[src/rtl/stopwatch_display_mux.sv]
// stopwatch_display_mux
//   Scans a 4-digit common-anode seven-segment display from the stopwatch's
//   16-bit BCD time word {min-tens, min-units, sec-tens, sec-units}.
//   Each digit owns a slot of SCAN_DIV clocks. The first BLANK_CYCLES of a
//   slot keep every anode off so the previous digit cannot ghost into the
//   next one. The time word is captured once per frame (at the 3->0 digit
//   wrap) so a frame never mixes two different times. The minutes-tens digit
//   is blanked when zero. The colon (DP on digit 2) is steady while stopped
//   and blinks every BLINK_FRAMES frames while running.
//
// Ports
//   clk      in   1   system clock
//   RESET    in   1   asynchronous, active-high reset
//   BCD      in  16   [4:1]=sec units, [8:5]=sec tens, [12:9]=min units,
//                     [16:13]=min tens
//   RUNNING  in   1   stopwatch is counting (blinks the colon)
//   SEG      out  7   active-low segments, SEG[1]=a ... SEG[7]=g
//   DP       out  1   active-low decimal point / colon
//   AN       out  4   active-low anodes, AN[1] = rightmost digit
module stopwatch_display_mux #(
  parameter int SCAN_DIV     = 50000,
  parameter int BLANK_CYCLES = 500,
  parameter int BLINK_FRAMES = 250
) (
  input  logic        clk,
  input  logic        RESET,
  input  logic [16:1] BCD,
  input  logic        RUNNING,
  output logic [7:1]  SEG,
  output logic        DP,
  output logic [4:1]  AN
);

  localparam int PW = $clog2(SCAN_DIV);
  localparam int FW = (BLINK_FRAMES > 1) ? $clog2(BLINK_FRAMES) : 1;
  localparam logic [PW-1:0] PRE_LAST   = PW'(SCAN_DIV - 1);
  localparam logic [PW-1:0] BLANK_LIM  = PW'(BLANK_CYCLES);
  localparam logic [FW-1:0] FRAME_LAST = FW'(BLINK_FRAMES - 1);

  // Active-low gfedcba pattern; anything that is not a decimal digit shows a dash.
  function automatic logic [6:0] seg_decode(input logic [3:0] digit);
    logic [6:0] pattern;
    case (digit)
      4'd0:    pattern = 7'b1000000;
      4'd1:    pattern = 7'b1111001;
      4'd2:    pattern = 7'b0100100;
      4'd3:    pattern = 7'b0110000;
      4'd4:    pattern = 7'b0011001;
      4'd5:    pattern = 7'b0010010;
      4'd6:    pattern = 7'b0000010;
      4'd7:    pattern = 7'b1111000;
      4'd8:    pattern = 7'b0000000;
      4'd9:    pattern = 7'b0010000;
      default: pattern = 7'b0111111;
    endcase
    return pattern;
  endfunction

  logic [PW-1:0] pre_q, pre_d;
  logic [1:0]    idx_q, idx_d;
  logic [16:1]   snap_q, snap_d;
  logic [FW-1:0] frame_q, frame_d;
  logic          blink_q, blink_d;
  logic [7:1]    seg_q, seg_d;
  logic          dp_q, dp_d;
  logic [4:1]    an_q, an_d;

  logic [3:0]    digit_s;
  logic [4:1]    an_sel_s;
  logic          blank_s;

  // Scan state: prescaler, digit index, per-frame snapshot and blink phase.
  always_comb begin
    pre_d   = pre_q;
    idx_d   = idx_q;
    snap_d  = snap_q;
    frame_d = frame_q;
    blink_d = blink_q;
    if (pre_q == PRE_LAST) begin
      pre_d = '0;
      idx_d = idx_q + 2'd1;
      // The 3->0 wrap is the frame boundary: capture the time word and
      // advance the blink frame counter.
      if (idx_q == 2'd3) begin
        snap_d = BCD;
        if (frame_q == FRAME_LAST) begin
          frame_d = '0;
          blink_d = ~blink_q;
        end else begin
          frame_d = frame_q + FW'(1);
        end
      end else begin
        snap_d = snap_q;
      end
    end else begin
      pre_d = pre_q + PW'(1);
    end
  end

  // Output values for the current prescaler/index state, registered below.
  always_comb begin
    digit_s  = 4'd0;
    an_sel_s = 4'b1111;
    case (idx_q)
      2'd0: begin digit_s = snap_q[4:1];   an_sel_s = 4'b1110; end
      2'd1: begin digit_s = snap_q[8:5];   an_sel_s = 4'b1101; end
      2'd2: begin digit_s = snap_q[12:9];  an_sel_s = 4'b1011; end
      2'd3: begin digit_s = snap_q[16:13]; an_sel_s = 4'b0111; end
      default: begin digit_s = 4'd0; an_sel_s = 4'b1111; end
    endcase

    blank_s = (pre_q < BLANK_LIM);

    if (blank_s) begin
      an_d = 4'b1111;
    end else begin
      an_d = an_sel_s;
    end

    // Leading minutes-tens zero is dark but its anode still runs, keeping
    // every slot the same length and brightness budget.
    if ((idx_q == 2'd3) && (digit_s == 4'd0)) begin
      seg_d = 7'b1111111;
    end else begin
      seg_d = seg_decode(digit_s);
    end

    if (!blank_s && (idx_q == 2'd2) && (!RUNNING || blink_q)) begin
      dp_d = 1'b0;
    end else begin
      dp_d = 1'b1;
    end
  end

  // State and output registers with asynchronous reset.
  always_ff @(posedge clk or posedge RESET) begin
    if (RESET) begin
      pre_q   <= '0;
      idx_q   <= 2'd0;
      snap_q  <= 16'h0000;
      frame_q <= '0;
      blink_q <= 1'b0;
      seg_q   <= 7'b1111111;
      dp_q    <= 1'b1;
      an_q    <= 4'b1111;
    end else begin
      pre_q   <= pre_d;
      idx_q   <= idx_d;
      snap_q  <= snap_d;
      frame_q <= frame_d;
      blink_q <= blink_d;
      seg_q   <= seg_d;
      dp_q    <= dp_d;
      an_q    <= an_d;
    end
  end

  assign SEG = seg_q;
  assign DP  = dp_q;
  assign AN  = an_q;

endmodule

[config.mk]
export PLATFORM = sky130hd
export DESIGN_NAME = stopwatch_display_mux
export DESIGN_NICKNAME = d
export VERILOG_FILES = /design/src/rtl/stopwatch_display_mux.sv
export SDC_FILE = /design/constraint.sdc
export NUM_CORES = 1
export LEC_CHECK = 0
export ABC_AREA = 1
export CORE_UTILIZATION = 45
export DETAILED_ROUTE_END_ITERATION = 16
export GPL_ROUTABILITY_DRIVEN = 0
export PLACE_DENSITY = 0.66
export SLEW_MARGIN = 15
export SYNTH_ARGS = -nofsm -noshare
export SYNTH_HDL_FRONTEND = slang
export SYNTH_SLANG_ARGS = --single-unit
[constraint.sdc]
create_clock -name clk -period 2.1 [get_ports clk]
set_clock_uncertainty 0.05 [all_clocks]
set_input_delay 0.42 -clock clk [delete_from_list [all_inputs] [get_ports clk]]
set_output_delay 0.42 -clock clk [all_outputs]
set_load 0.005 [all_outputs]
run_1/met1.png
Scale bar: 20 um. Supply wires on this layer in gray.
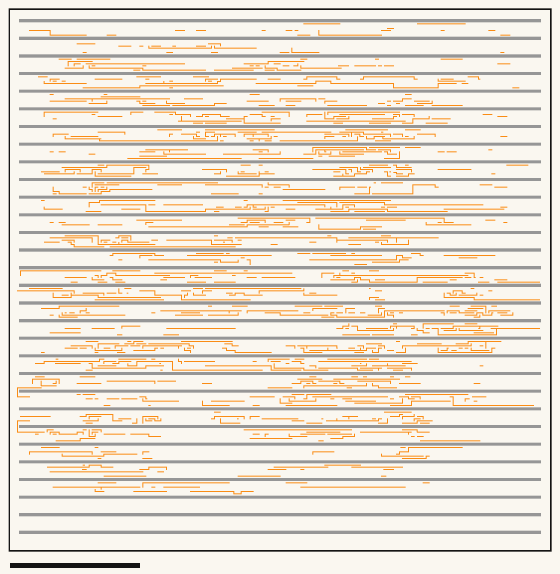
main direction: horizontal
share of all routed wire: 51%
nets with wire on the layer: 392
longest straight run: 21.2 um

run_1/met2.png
Scale bar: 20 um.
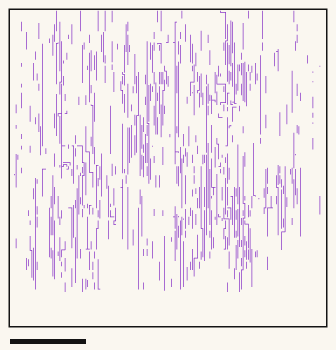
wire length on this layer: 2550 um
nets with wire on the layer: 331
share of all routed wire: 44%
main direction: vertical

==> qor.csv, run 1 <==
stage,metric,value,unit
final_layout,synth-to-layout area growth,17.2,%
synth,Syn Area/Cell,7.96,um2
clocking,CTS buffer count,5,
critical_path,R2R Setup Slk,0.17,ns
synth,Post-synth regs,55,
floorplanning,chip area,6930,um2
route,DR pass1 iterations,4,
status,outcome,"complete, no violations",
critical_path,crit path launch type,flip-flop,
clocking,clk sinks,55,
global_route,GRT overflow,0,
critical_path,WS Path Type,flip-flop to flip-flop,
critical_path,critical-path maximum fanout,6,
floorplanning,fp_density,0.468,
synth,sequential area share after synthesis,0.468,
clocking,clock-pin slew on the worst setup and hold paths,0.10,ns
power,VDD IR-drop max,0.408,mV
route,final antenna-violating net count,0,
synth,"area share, top type",0.362,
floorplanning,Rows,29,
critical_path,CP Data Arrival Time,2.13,ns
synth,XORs/XNORs by Area,0.0295,
clocking,CTS H-tree depth,2,
clocking,CTS tree,done,
route,DR WL met3,229,um
floorplanning,Core ar.,6350,um2
route,DRC Markers,0,
clocking,Max Root-Sink Buffers,2,
synth,Post-synth EDFFs,0,
synth,post-synthesis simple-gate area fraction,0.332,
global_route,initial antenna violation count,0,
synth,Yosys chip area,2970,um2
synth,ys flop type,dfrtp_1,
floorplanning,I/O pin cnt,31,
route,M1 WL,2980,um
synth,Synth Area in Compound Gates,0.0505,
timing,RSZ-0062 raised after global routing,false,
timing,Hold Slack,0.425,ns
route,Vias/cell,4.89,
synth,Gate Count Post-Synth,373,
final_layout,ratio of cells with drive above 1 in the final layout,0.140,
timing,fin crit period,1.93,ns
clocking,hold-fix buffers at CTS,0,
route,uppermost layer routed,met4,
timing,Final setup viols,0,
synth,Yosys warnings,0,
final_layout,Final nets,441,
synth,Synth Net Count,402,
placement,Port Buffers,30,
clocking,clk root buf,clkbuf_8,
synth,post-synthesis cell area,2970,um2
flow_run,Tool Warnings,32,
global_route,vias in the first global route,2243,
floorplanning,die height,83.2,um
timing,Setup TNS Final,0,ns
critical_path,Worst setup EP type,flip-flop,
synth,Post-synth top cells,"nand2_1 (138), dfrtp_1 (43), inv_1 (35)",
synth,"Async S/R FF share, synth",1.00,
synth,adder share,0.0421,
critical_path,R2R depth,11,
power,leakage power,0.00157,uW
synth,largest area contributor in the netlist,dfrtp_1,
timing,Max Fclk,0.517,GHz
clocking,Clock Latency Late Sink,0.31,ns
synth,dominant kind of combinational cell,simple AND/OR/NAND/NOR gates,
synth,mux cell area share after synthesis,0,
synth,Top cells by area,"dfrtp_1 (36%), nand2_1 (17%), dfstp_2 (11%)",
timing,Slew Limit Headroom,0.710,
global_route,GRT Total Usage,0.188,
final_layout,number of inserted diodes,0,
route,DR vias,2394,
synth,distinct lib cells,31,
timing,count of final hold-check violations,0,
route,final wirelength,5800,um
run_1/met3.png
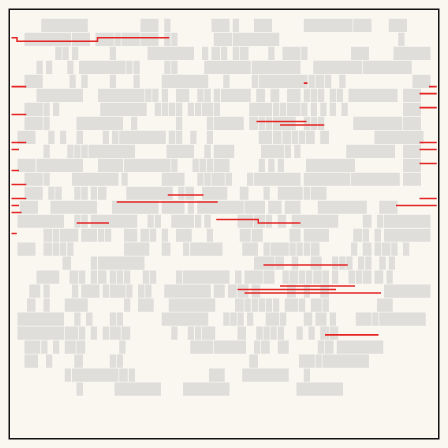
share of all routed wire: 4.0%
main direction: horizontal
wire length on this layer: 229 um
longest straight run: 26.2 um
nets with wire on the layer: 28

## run 1: kinds of logic after synthesis
group                      Yosys count
and+or+nand+nor                    223
DFF                                 55
buffers and inverters               52
AOI/OAI and AO/OA                   23
xor gates and xnor gates            10
adders and majority gates           10
## run 1: final cells by class
class                           instances  area [um2]
Inverter                               48         185
Tap cell                               77        96.3
Multi-Input combinational cell        266        1360
Clock inverter                          3        20.0
Fill cell                             590        2870
Clock buffer                            5        68.8
Sequential cell                        55        1390
Timing Repair Buffer                   36         358
## run 1: layer usage
metal | GRT usage | vias up
met5 | 0 | -
met4 | 0.0408 | 0
met3 | 0.0427 | 4
met2 | 0.280 | 42
met1 | 0.280 | 1104
li1 | - | 1244
## run 1: power by group
| part | switching, uW | internal, uW |
|---|---|---|
| Clock | 353 | 234 |
| Sequential | 0 | 1060 |
| Combinational | 25.4 | 33.2 |
## run 1: registers in the layout, indices dropped and copies added (netlist names)
name	flops
pre_q	16
idx_q	2
DP	1
AN	4
snap_q	16
blink_q	1
SEG	7
frame_q	8
## run 1: cells in the final DEF (no fill, tap or decap), drive strengths merged
master / instances
and3: 1
nand2: 140
ha: 10
nand4: 6
nor3: 8
inv: 47
clkdlybuf4s50: 30
o21ai: 15
xnor2: 2
xor2: 8
o21bai: 3
nor2: 33
nand3: 31
clkinvlp: 1
o211ai: 2
a21oi: 3
nand3b: 2
or2: 2
clkinv: 3
dfstp: 12
buf: 6
dfrtp: 43
clkbuf: 5
## run 1: worst max-delay path: stages, from the launching register on
cell	delay (ns)
dfrtp_1	0.39
inv_1	0.09
ha_1	0.23
inv_2	0.10
nand2_1	0.10
o21ai_4	0.20
ha_1	0.20
nand2_1	0.05
nand3b_1	0.23
nand2_1	0.13
inv_2	0.05
nand2_1	0.06
## run 1: worst paths after layout
kind / startpoint / to
max in group asynchronous: RESET / AN[4]
hold / removal: RESET / pre_q[12]
hold reg to reg: snap_q[15] / snap_q[15]
setup reg to reg: idx_q[0] / SEG[1]
setup / recovery: idx_q[0] / SEG[1]
min in group clk: snap_q[15] / snap_q[15]
## run 1: through the flow
stage / std cells / power [uW] / cell area (um2) / worst slack, ns
3_3_place_gp: 482 / 1140 / 3380 / 0.291
2_1_floorplan: 373 / 1100 / 2970 / 0.277
4_1_cts: 490 / 1730 / 3470 / 0.176
3_5_place_dp: 482 / 1140 / 3380 / 0.202
5_1_grt: 490 / 1770 / 3480 / 0.0142
6_report: 490 / 1700 / 3480 / 0.166
run_1/clock_map.png
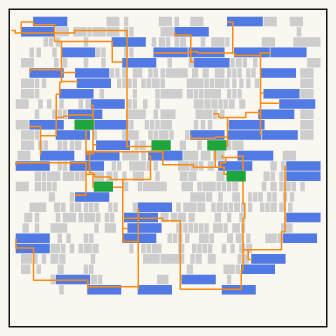

==> run 2: changes to the inputs <==
CORE_MARGIN = 4   (was not set)
CTS_BUF_LIST = sky130_fd_sc_hd__clkbuf_8   (was not set)
DONT_BUFFER_PORTS = 1   (was not set)
PLACE_DENSITY = not set   (was 0.66)
run_2/clock_map.png
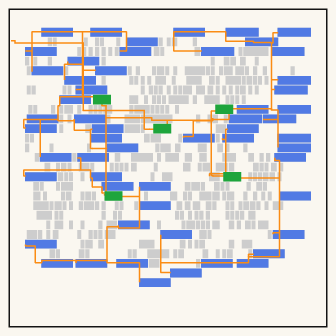
[orange] clock wires | length: 659 um
[blue] flip-flops | count: 55
[green] cells driving clock nets | count: 5
routed clock nets: 6
flops lie: widely spread

==> run 2 against run 1 <==
  * Routed wire length increased by 2.8%
  * Final area is 8.6% lower
  * Die size rose by 15%
  * Combinational power is 58% lower
  * Fmax down 0.31%
  * Area after synthesis stayed put
  * Sequential share of layout area rose by 3.8 points
  * Total power is 1.3% lower
  * Non-clock buffer count down 31
  * The run now ends with negative hold slack left
  * Synthesized cell count unchanged
  * Count of clock-buffer cells in the layout unchanged
==> qor.csv, run 2 <==
stage,metric,value,unit
route,DR vias,2292,
global_route,vias in the first global route,2023,
synth,"Async S/R FF share, synth",1.00,
final_layout,Final nets,410,
critical_path,Worst setup EP type,flip-flop,
final_layout,Reg area,1390,um2
synth,Post-synth top cells,"nand2_1 (138), dfrtp_1 (43), inv_1 (35)",
clocking,Max Root-Sink Buffers,2,
power,Pwr per Cell Area,529,nW/um2
final_layout,fin util,0.498,
route,DR WL met3,303,um
power,Comb power frac,0.015,
status,outcome,finished with violations,
floorplanning,fp_density,0.465,
timing,Final setup viols,0,
global_route,GRT overflow,0,
route,Wirelength per Cell,13.0,um
power,Sw Share,0.225,
power,Clock power frac,0.356,
timing,"Slew Viols, Final",0,
final_layout,Top cells excl fill/tap,"nand2_1 (138), dfrtp_1 (43), inv_1 (34)",
floorplanning,I/O pin cnt,31,
clocking,post-CTS setup buffers,0,
hold_path,hold crit path type,input port to async pin,
route,DR pass1 iterations,4,
synth,most numerous cell in the Yosys netlist,nand2_1,
synth,sequential area share after synthesis,0.468,
synth,Post-synth EDFFs,0,
clocking,CTS buffer count,5,
route,M1 WL,3120,um
route,1st-iter DRT viols,101,
synth,yosys cell count,373,
synth,post-synthesis cell area,2970,um2
critical_path,WS Path Type,flip-flop to flip-flop,
critical_path,crit path launch type,flip-flop,
flow_run,max cap viols,0,
final_layout,logic area,1370,um2
final_layout,Commonest Layout Cell,nand2_1,
synth,largest area contributor in the netlist,dfrtp_1,
final_layout,synth-to-layout area growth,7.16,%
clocking,CTS tree,done,
synth,Gate Count Post-Synth,373,
route,uppermost layer routed,met4,
route,met2 WL post-DR,2500,um
critical_path,R2R depth,11,
critical_path,CP Data Arrival Time,2.14,ns
synth,Yosys chip area,2970,um2
placement,Port Buffers,0,
floorplanning,Core ar.,6390,um2
floorplanning,die height,89.2,um
floorplanning,Rows,29,
final_layout,Final Cell Area,3180,um2
route,DRC Markers,0,
power,Pint,1300,uW
timing,RSZ-0062 raised after global routing,false,
synth,"area share, top type",0.362,
final_layout,ratio of cells with drive above 1 in the final layout,0.149,
timing,count of final hold-check violations,19,
critical_path,CP required,2.30,ns
clocking,CTS H-tree depth,2,
power,Final Total Pwr,1680,uW
power,Switching Power,379,uW
synth,Post-synth regs,55,
final_layout,Fillers,614,
clocking,Clock Latency Late Sink,0.31,ns
synth,Yosys warnings,0,
synth,Syn Area/Cell,7.96,um2
timing,cycle use final,0.924,
clocking,clk root buf,clkbuf_8,
timing,Setup TNS Final,0,ns
flow_run,Tool Warnings,32,
final_layout,biggest regs,"pre_q (16), snap_q (16), frame_q (8)",
clocking,hold-fix buffers at CTS,0,
placement,Post-DP HPWL,4580,um
clocking,clock-pin slew on the worst setup and hold paths,0.10,ns
global_route,first-pass GRT wire length,9720,um
power,VDD IR-drop max,0.324,mV
synth,ys flop type,dfrtp_1,
synth,Top cells by area,"dfrtp_1 (36%), nand2_1 (17%), dfstp_2 (11%)",
timing,Hold Slack,-0.00925,ns
global_route,largest net degree at the start of global routing,30,
clocking,clk sinks,55,
power,Sequential Power Share,0.630,
timing,Slew Limit Headroom,0.614,
final_layout,number of inserted diodes,0,
critical_path,critical-path maximum fanout,6,
clocking,post-cts resize count,0,
route,final wirelength,5970,um
route,final antenna-violating net count,0,
global_route,initial antenna violation count,0,
power,leakage power,0.00145,uW
timing,actual slew at the worst max-slew pin,0.578,ns
status,violated checks,negative hold slack,
synth,Synth Net Count,402,
timing,fin crit period,1.94,ns
timing,Max Fclk,0.516,GHz
placement,post-place instance area,3070,um2
global_route,GRT Total Usage,0.158,
route,Vias/cell,4.99,
floorplanning,chip area,7960,um2
floorplanning,Die Wd,89.2,um
synth,distinct lib cells,31,
run_2/met1.png
Scale bar: 20 um. Supply wires on this layer in gray.
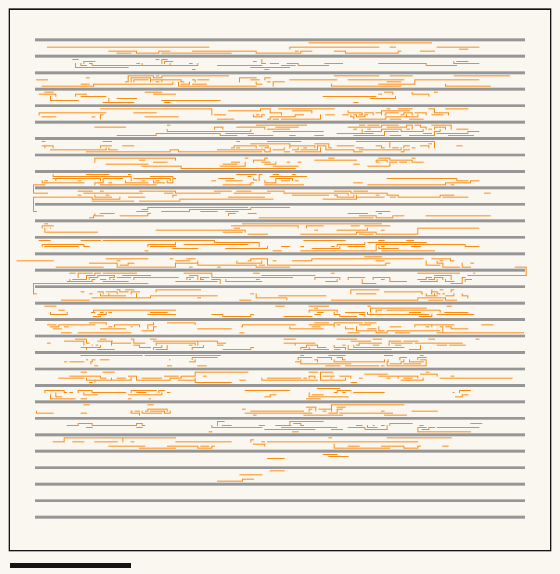
share of all routed wire: 52%
longest straight run: 26.7 um

[run 2: power groups by stage]
stage / Clock (uW) / Combinational [uW] / Sequential, uW
2_1_floorplan: 0 / 15.7 / 1080
3_3_place_gp: 0 / 26.6 / 1080
3_5_place_dp: 0 / 27.4 / 1080
4_1_cts: 632 / 27.3 / 1060
5_1_grt: 667 / 29.6 / 1060
6_report: 598 / 24.7 / 1060
[run 2: worst paths after layout]
path	start	to	slack, ns
setup / recovery	idx_q[0]	SEG[4]	0.16
hold / removal	RESET	snap_q[4]	-0.009
setup reg to reg	idx_q[0]	SEG[4]	0.16
hold reg to reg	blink_q	blink_q	0.44
max in group asynchronous	RESET	AN[4]	1.39
min in group clk	BCD[13]	snap_q[13]	0.16
[run 2: cell type report]
type / instances / area share
clock buffer: 5 / 0.0216
sequential: 55 / 0.437
clock inverter: 3 / 0.00708
tap: 77 / 0.0303
multi-input combinational: 266 / 0.430
inverter: 48 / 0.0582
timing repair buffer: 5 / 0.0157
[run 2: per-layer routing]
layer / track usage / vias up
met4: 0.0406 / 0
met2: 0.218 / 52
met5: 0 / -
met1: 0.249 / 1055
li1: - / 1180
met3: 0.0341 / 5
[run 2: critical path, cell delays in order (launching register included)]
cell      delay [ns]
dfrtp_1         0.39
inv_1           0.11
ha_1            0.29
nand2_1         0.09
nand2_1         0.09
o21ai_4         0.17
ha_1            0.19
nand2_1         0.05
nand3b_1        0.21
nand2_1         0.12
inv_2           0.05
nand2_1         0.06
[run 2: per-stage QoR]
| stage | instances | setup slack, ns |
|---|---|---|
| after CTS | 459 | 0.126 |
| after detailed placement | 451 | 0.155 |
| after floorplan | 373 | 0.277 |
| after global routing | 459 | 0.0159 |
| final | 459 | 0.160 |
| after global placement | 451 | 0.240 |
[run 2: kinds of logic after synthesis]
family	Yosys count	share of synthesized area
simple gates	223	0.332
buf+inv	52	0.0775
xor+xnor	10	0.0295
flops	55	0.468
fa+ha+maj	10	0.0421
compound gates	23	0.0505
Power figures rest on the tool's default switching activity, not on a simulated workload.
